`config.mk`:
```
export PLATFORM = sky130hd
export DESIGN_NAME = nibble_link_tx_flat
export DESIGN_NICKNAME = d
export VERILOG_FILES = /design/src/rtl/nibble_link_tx_if.sv /design/src/rtl/nibble_link_tx.sv /design/src/flat_wrapper.sv
export SDC_FILE = /design/constraint.sdc
export NUM_CORES = 1
export LEC_CHECK = 0
export CAP_MARGIN = 20
export CELL_PAD_IN_SITES_DETAIL_PLACEMENT = 0
export CELL_PAD_IN_SITES_GLOBAL_PLACEMENT = 1
export CORE_MARGIN = 1.5
export CORE_UTILIZATION = 37
export CTS_BUF_LIST = sky130_fd_sc_hd__clkbuf_4 sky130_fd_sc_hd__clkbuf_8
export CTS_CLUSTER_DIAMETER = 40
export CTS_CLUSTER_SIZE = 20
export DETAILED_ROUTE_END_ITERATION = 8
export PLACE_DENSITY = 0.79
export SLEW_MARGIN = 15
export SYNTH_ARGS = -nofsm -noshare
export SYNTH_HDL_FRONTEND = slang
export SYNTH_SLANG_ARGS = --single-unit
export TNS_END_PERCENT = 1
```
`constraint.sdc`:
```
create_clock -name clk -period 1.4 [get_ports clk]
set_input_delay 0.14 -clock clk [delete_from_list [all_inputs] [get_ports clk]]
set_output_delay 0.14 -clock clk [all_outputs]
set_load 0.01 [all_outputs]
```
`src/rtl/nibble_link_tx_if.sv`:
```
// nibble_link_tx_if: word-side valid/ready and link-side nibble/send/ack signals of the nibble transmitter
interface nibble_link_tx_if;
  logic        in_valid;
  logic [31:0] in_data;
  logic        in_ready;
  logic [3:0]  nibble_o;
  logic        send_o;
  logic        ack_i;
  modport master (output in_valid, in_data, ack_i, input in_ready, nibble_o, send_o);
  modport slave  (input in_valid, in_data, ack_i, output in_ready, nibble_o, send_o);
endinterface

```
`src/rtl/nibble_link_tx.sv`:
```
// nibble_link_tx: sends 32-bit words as 8 send/ack nibbles LSB first; NIBBLE_TX_TIMEOUT_EN adds an ack watchdog
module nibble_link_tx #(
  parameter int unsigned GAP_CYCLES     = 1,
  parameter int unsigned HOLDOFF_CYCLES = 4,
  parameter int unsigned ACK_TIMEOUT    = 255
) (
  input  logic            clk,
  input  logic            rst_n,
  nibble_link_tx_if.slave lnk,
  output logic            busy_o,
  output logic            done_o,
  output logic            err_o
);
  localparam int unsigned TMAX = GAP_CYCLES > HOLDOFF_CYCLES ? GAP_CYCLES : HOLDOFF_CYCLES;
  localparam int unsigned TW   = $clog2(TMAX + 1);
  typedef enum logic [1:0] {IDLE, SEND, GAP, HOLDOFF} state_t;
  state_t        state;
  logic [31:0]   shreg;
  logic [2:0]    cnt;
  logic [TW-1:0] tmr;
  logic          timeout;
  if (GAP_CYCLES < 1 || HOLDOFF_CYCLES < 1 || ACK_TIMEOUT < 1) begin : g_bad_param
    $error("nibble_link_tx: GAP_CYCLES, HOLDOFF_CYCLES and ACK_TIMEOUT must all be >= 1");
  end
  assign lnk.in_ready = state == IDLE;
  assign busy_o       = state != IDLE;
  always_ff @(posedge clk) begin
    if (!rst_n) begin
      state        <= IDLE;
      shreg        <= '0;
      cnt          <= '0;
      tmr          <= '0;
      lnk.nibble_o <= '0;
      lnk.send_o   <= 1'b0;
      done_o       <= 1'b0;
    end else begin
      done_o <= 1'b0;
      case (state)
        IDLE: if (lnk.in_valid) begin
          shreg        <= lnk.in_data;
          cnt          <= '0;
          lnk.nibble_o <= lnk.in_data[3:0];
          lnk.send_o   <= 1'b1;
          state        <= SEND;
        end
        SEND: if (lnk.ack_i) begin
          lnk.send_o <= 1'b0;
          shreg      <= shreg >> 4;
          if (cnt == 3'd7) begin
            tmr   <= TW'(HOLDOFF_CYCLES);
            state <= HOLDOFF;
          end else begin
            cnt   <= cnt + 3'd1;
            tmr   <= TW'(GAP_CYCLES);
            state <= GAP;
          end
        end else if (timeout) begin
          lnk.send_o <= 1'b0;
          state      <= IDLE;
        end
        // shreg was already shifted on the ack, so its low nibble is the next one to send
        GAP: if (tmr == TW'(1)) begin
          lnk.nibble_o <= shreg[3:0];
          lnk.send_o   <= 1'b1;
          state        <= SEND;
        end else tmr <= tmr - 1'b1;
        HOLDOFF: if (tmr == TW'(1)) begin
          done_o <= 1'b1;
          state  <= IDLE;
        end else tmr <= tmr - 1'b1;
        default: state <= IDLE;
      endcase
    end
  end
`ifdef NIBBLE_TX_TIMEOUT_EN
  localparam int unsigned WW = $clog2(ACK_TIMEOUT + 1);
  logic [WW-1:0] wd;
  assign timeout = state == SEND && !lnk.ack_i && wd == WW'(ACK_TIMEOUT - 1);
  always_ff @(posedge clk) begin
    if (!rst_n) begin
      wd    <= '0;
      err_o <= 1'b0;
    end else begin
      wd    <= state == SEND && !lnk.ack_i && !timeout ? wd + 1'b1 : '0;
      err_o <= err_o | timeout;
    end
  end
`else
  assign timeout = 1'b0;
  assign err_o   = 1'b0;
`endif
endmodule
```
`src/flat_wrapper.sv`:
```
// flat-port wrapper written by rule: the top's interface ports become plain ports
module nibble_link_tx_flat 
#(
  parameter int unsigned GAP_CYCLES     = 1,
  parameter int unsigned HOLDOFF_CYCLES = 4,
  parameter int unsigned ACK_TIMEOUT    = 255
)
  (clk, rst_n, busy_o, done_o, err_o, lnk_in_valid, lnk_in_data, lnk_ack_i, lnk_in_ready, lnk_nibble_o, lnk_send_o);
  nibble_link_tx_if lnk_i ();
  input  logic clk;
  input  logic rst_n;
  output logic busy_o;
  output logic done_o;
  output logic err_o;
  input wire logic [$bits(lnk_i.in_valid)-1:0] lnk_in_valid;
  input wire logic [$bits(lnk_i.in_data)-1:0] lnk_in_data;
  input wire logic [$bits(lnk_i.ack_i)-1:0] lnk_ack_i;
  output wire logic [$bits(lnk_i.in_ready)-1:0] lnk_in_ready;
  output wire logic [$bits(lnk_i.nibble_o)-1:0] lnk_nibble_o;
  output wire logic [$bits(lnk_i.send_o)-1:0] lnk_send_o;
  assign lnk_i.in_valid = lnk_in_valid;
  assign lnk_i.in_data = lnk_in_data;
  assign lnk_i.ack_i = lnk_ack_i;
  assign lnk_in_ready = lnk_i.in_ready;
  assign lnk_nibble_o = lnk_i.nibble_o;
  assign lnk_send_o = lnk_i.send_o;
  nibble_link_tx #(.GAP_CYCLES(GAP_CYCLES), .HOLDOFF_CYCLES(HOLDOFF_CYCLES), .ACK_TIMEOUT(ACK_TIMEOUT)) u_core (.clk(clk), .rst_n(rst_n), .lnk(lnk_i), .busy_o(busy_o), .done_o(done_o), .err_o(err_o));
endmodule
```
==> images/final_placement.png <==
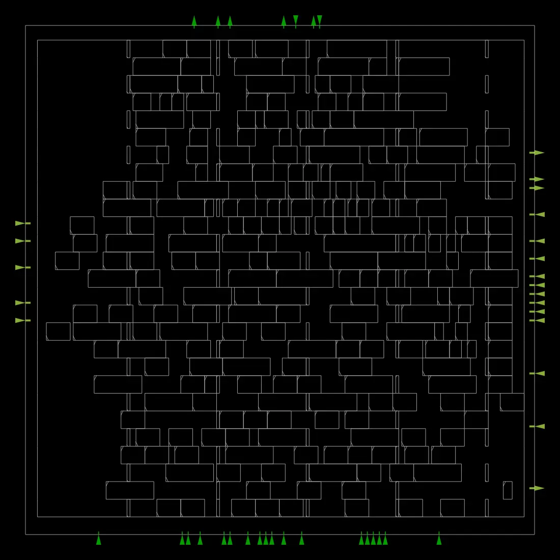
Final Instance Count excl. Fillers: 324
well tap count: 72
Core Util, Final: 0.534
Rows: 27

==> images/port_nets.png <==
The bar under the picture is 20 um long.
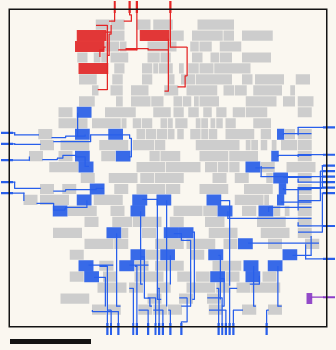
`lnk_in_data` -> blue  # bits 32, direction input, edge 17 bottom, 10 right, 5 left, end cells 36, buffers 32, wire 725 um
`lnk_nibble_o` -> red  # bits 4, direction output, edge top, end cells 4, buffers 4, wire 108 um
`err_o` -> purple  # bits 1, direction output, edge right, end cells 1, buffers 0, wire 3.50 um

==> images/density.png <==
The bar under the picture is 20 um long. The die is cut into 8 by 8 equal tiles; white is low, dark blue is high, 0 to 100% covered.
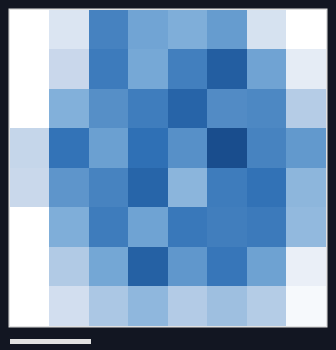
tiles over 75% full = 7.8%
mean over tiles = 46%
fullest tile = 88%
nearly empty tiles = 11%

==> flow_metrics.env <==
# implementation run metrics
export IMPL_p_total_uw=3410
export IMPL_grt_max_degree=29
export IMPL_ys_sh_xor=0.00832
export IMPL_syn_inst=196
export IMPL_seq_power_share=0.459
export IMPL_slew_viol_final=0
export IMPL_cellPowerDensity_mw_per_mm2=1160
export IMPL_area_leaders="dfxtp_1, o211a_1, o32a_1"
export IMPL_clk_share=0.0370
export IMPL_cts_resized=11
export IMPL_mux_share=0.0291
export IMPL_async_flop_share=0
export IMPL_synthDistinctLibCells=37
export IMPL_cp_arrival_ns=1.64
export IMPL_outcome="complete, but fails checks"
export IMPL_busiest_layer="met2"
export IMPL_via_per_inst=5.53
export IMPL_lay_top_count="clkdlybuf4s50_1"
export IMPL_p_int_uw=2500
export IMPL_top_layer="met4"
export IMPL_ys_flops=46
export IMPL_clockBufferDepth=2
export IMPL_area_combinational_mm2=0.00112
export IMPL_reg_top3="u_core.shreg: 32 flops, u_core.lnk.nibble_o: 4 flops"
export IMPL_m1WireLength_mm=2.40
export IMPL_fillers=512
export IMPL_largest_register="u_core.shreg"
export IMPL_min_path_type="in2reg"
export IMPL_post_route_min_period_ns=1.45
export IMPL_routed_wl_mm=5.06
export IMPL_finalHoldViolCount=0
export IMPL_place_inst=314
export IMPL_avgSynthCellArea_um2=10.7
export IMPL_criticalPathCategory="reg2reg"
export IMPL_clock_sinks=46
export IMPL_firstDrtPassIters=4
export IMPL_crit_required_ns=1.59
export IMPL_io_buffers=43
export IMPL_n_all_inverters=5
export IMPL_synth_most_common_cell="dfxtp_1"
export IMPL_cp_slowest_cell="dfxtp_2"
export IMPL_signal_buffers=70
export IMPL_setup_viol=3
export IMPL_register_area_um2=931
export IMPL_diodes=0
export IMPL_dieHeight_um=78.4
export IMPL_hold_end="u_core.shreg[31]"
export IMPL_wire_per_inst_um=15.6
export IMPL_r2r_setup_slack_ns=-0.05
export IMPL_power_switching_uw=914
export IMPL_chipWidth_um=78.4
export IMPL_drive_above_1_share=0.238
export IMPL_endpoint="u_core.cnt[0]"
export IMPL_initCoreUtil=0.382
export IMPL_holdWs_ns=0.429
export IMPL_netlist_logic_family_top="AND-OR/OR-AND gates"
export IMPL_hpwl_mm=3.37
export IMPL_cts_root_buffer="clkbuf_8"
export IMPL_place_ws_ns=-0.250
export IMPL_startpoint="u_core.cnt[1]"
export IMPL_path_cells="ha_4, ha_4, nor4bb_4, nor3_2, mux2_4"
export IMPL_fin_skew_ns=0.00698
export IMPL_nMultiInputCombCells=123
export IMPL_grt_util_all_layers=0.172
export IMPL_dr_wl_met2_mm=2.39
export IMPL_fin_nets=291
export IMPL_fa_ha_area_frac=0.0238
export IMPL_path_max_fanout=3
export IMPL_grt_pass1_wl_mm=8.32
export IMPL_regToRegStartpoint="u_core.cnt[1]"
export IMPL_startpoint_type="register"
export IMPL_cts_tree="yes"
export IMPL_top_area_cell="dfxtp_1"
export IMPL_rr_endpoint="u_core.cnt[0]"
export IMPL_ant_nets=0
export IMPL_ir_drop_mv=0.540
export IMPL_core_mm2=0.00551
export IMPL_fin_ws_ns=-0.0539
export IMPL_use_met2=0.279
export IMPL_max_cap_viol_count=0
export IMPL_final_nonclk_buf_share=0.228
export IMPL_cts_max_level=2
export IMPL_largest_reg_flops=32
export IMPL_wl_met3_um=185
export IMPL_ys_cells=196
export IMPL_flops=46
export IMPL_clock_power_share=0.287
export IMPL_top_area_frac=0.438
export IMPL_switching_share=0.268
export IMPL_fmax_mhz=688
export IMPL_post_route_drc_count=0
export IMPL_biggestCellCategory="multi-input combinational cells"
export IMPL_flop_cell="dfxtp_1"
export IMPL_ys_sh_simple=0.0969
export IMPL_cts_setup_buffers=0
export IMPL_mostFrequentLayoutCells="clkdlybuf4s50_1, dfxtp_1, o32a_1, o211a_1, buf_4"
export IMPL_overflow=0
export IMPL_min_path_cells=3
export IMPL_violations="negative setup slack"
export IMPL_grt_pass1_vias=1762
export IMPL_clock_buffers=5
export IMPL_path_clk_slew_ns=0.09
export IMPL_synth_edff_count=0
export IMPL_use_met3=0.0372
export IMPL_die_area_mm2=0.00615
export IMPL_area_growth_pct=39.8
export IMPL_gp_congestion=0.771
export IMPL_synth_top_cells_by_count="dfxtp_1, o211a_1, o32a_1"
export IMPL_power_leakage_uw=0.00132
export IMPL_grt_use_met1=0.223
export IMPL_syn_nets=236
export IMPL_warnings=30
export IMPL_io_pins=45
export IMPL_drtIter0Drc=97
export IMPL_vias=1793
export IMPL_crit_path_end_kind="register"
export IMPL_cpPeakStageDelay_ns=0.34
export IMPL_fin_crit_sh=1.04
export IMPL_hold_buffers=0
export IMPL_comb_share=0.381
export IMPL_yosysWarnings=0
export IMPL_seq_cell_share=0.316
export IMPL_grt_antenna_before_repair=0
export IMPL_cts_buffers=5
export IMPL_seq_area_frac_synth=0.438
export IMPL_combPwrFrac=0.254
export IMPL_critPathMostFrequentCell="ha_4"
export IMPL_min_delay_start="lnk_in_data[31]"
export IMPL_yosys_stat_area_mm2=0.00210
export IMPL_r2r_cells=5
export IMPL_syn_area_mm2=0.00210
export IMPL_clk_latency_ns=0.30
export IMPL_rsz0062_at_grt="yes"
export IMPL_ys_sh_aoi=0.330
==> power groups by stage <==
stage	clock network, uW	registers [uW]	logic, uW
after CTS	997	1560	840
after floorplan	0	1570	512
after global placement	0	1580	824
final	977	1560	867
after global routing	1060	1580	945
after detailed placement	0	1590	834
==> metrics by stage <==
step	TNS [ns]	area (um^2)
floorplan	-0.0208	2160
global placement	-7.77	2770
detailed placement	-7.95	2770
CTS	-0.0944	2890
global route	-0.514	2940
finish	-0.102	2940
==> critical path, delay by kind of cell, from the launching register on <==
family | cells | cell delay, ns
DFF | 1 | 0.34
muxes | 1 | 0.26
and+or+nand+nor | 2 | 0.42
adders and majority gates | 2 | 0.32
Power figures rest on the tool's default switching activity, not on a simulated workload.
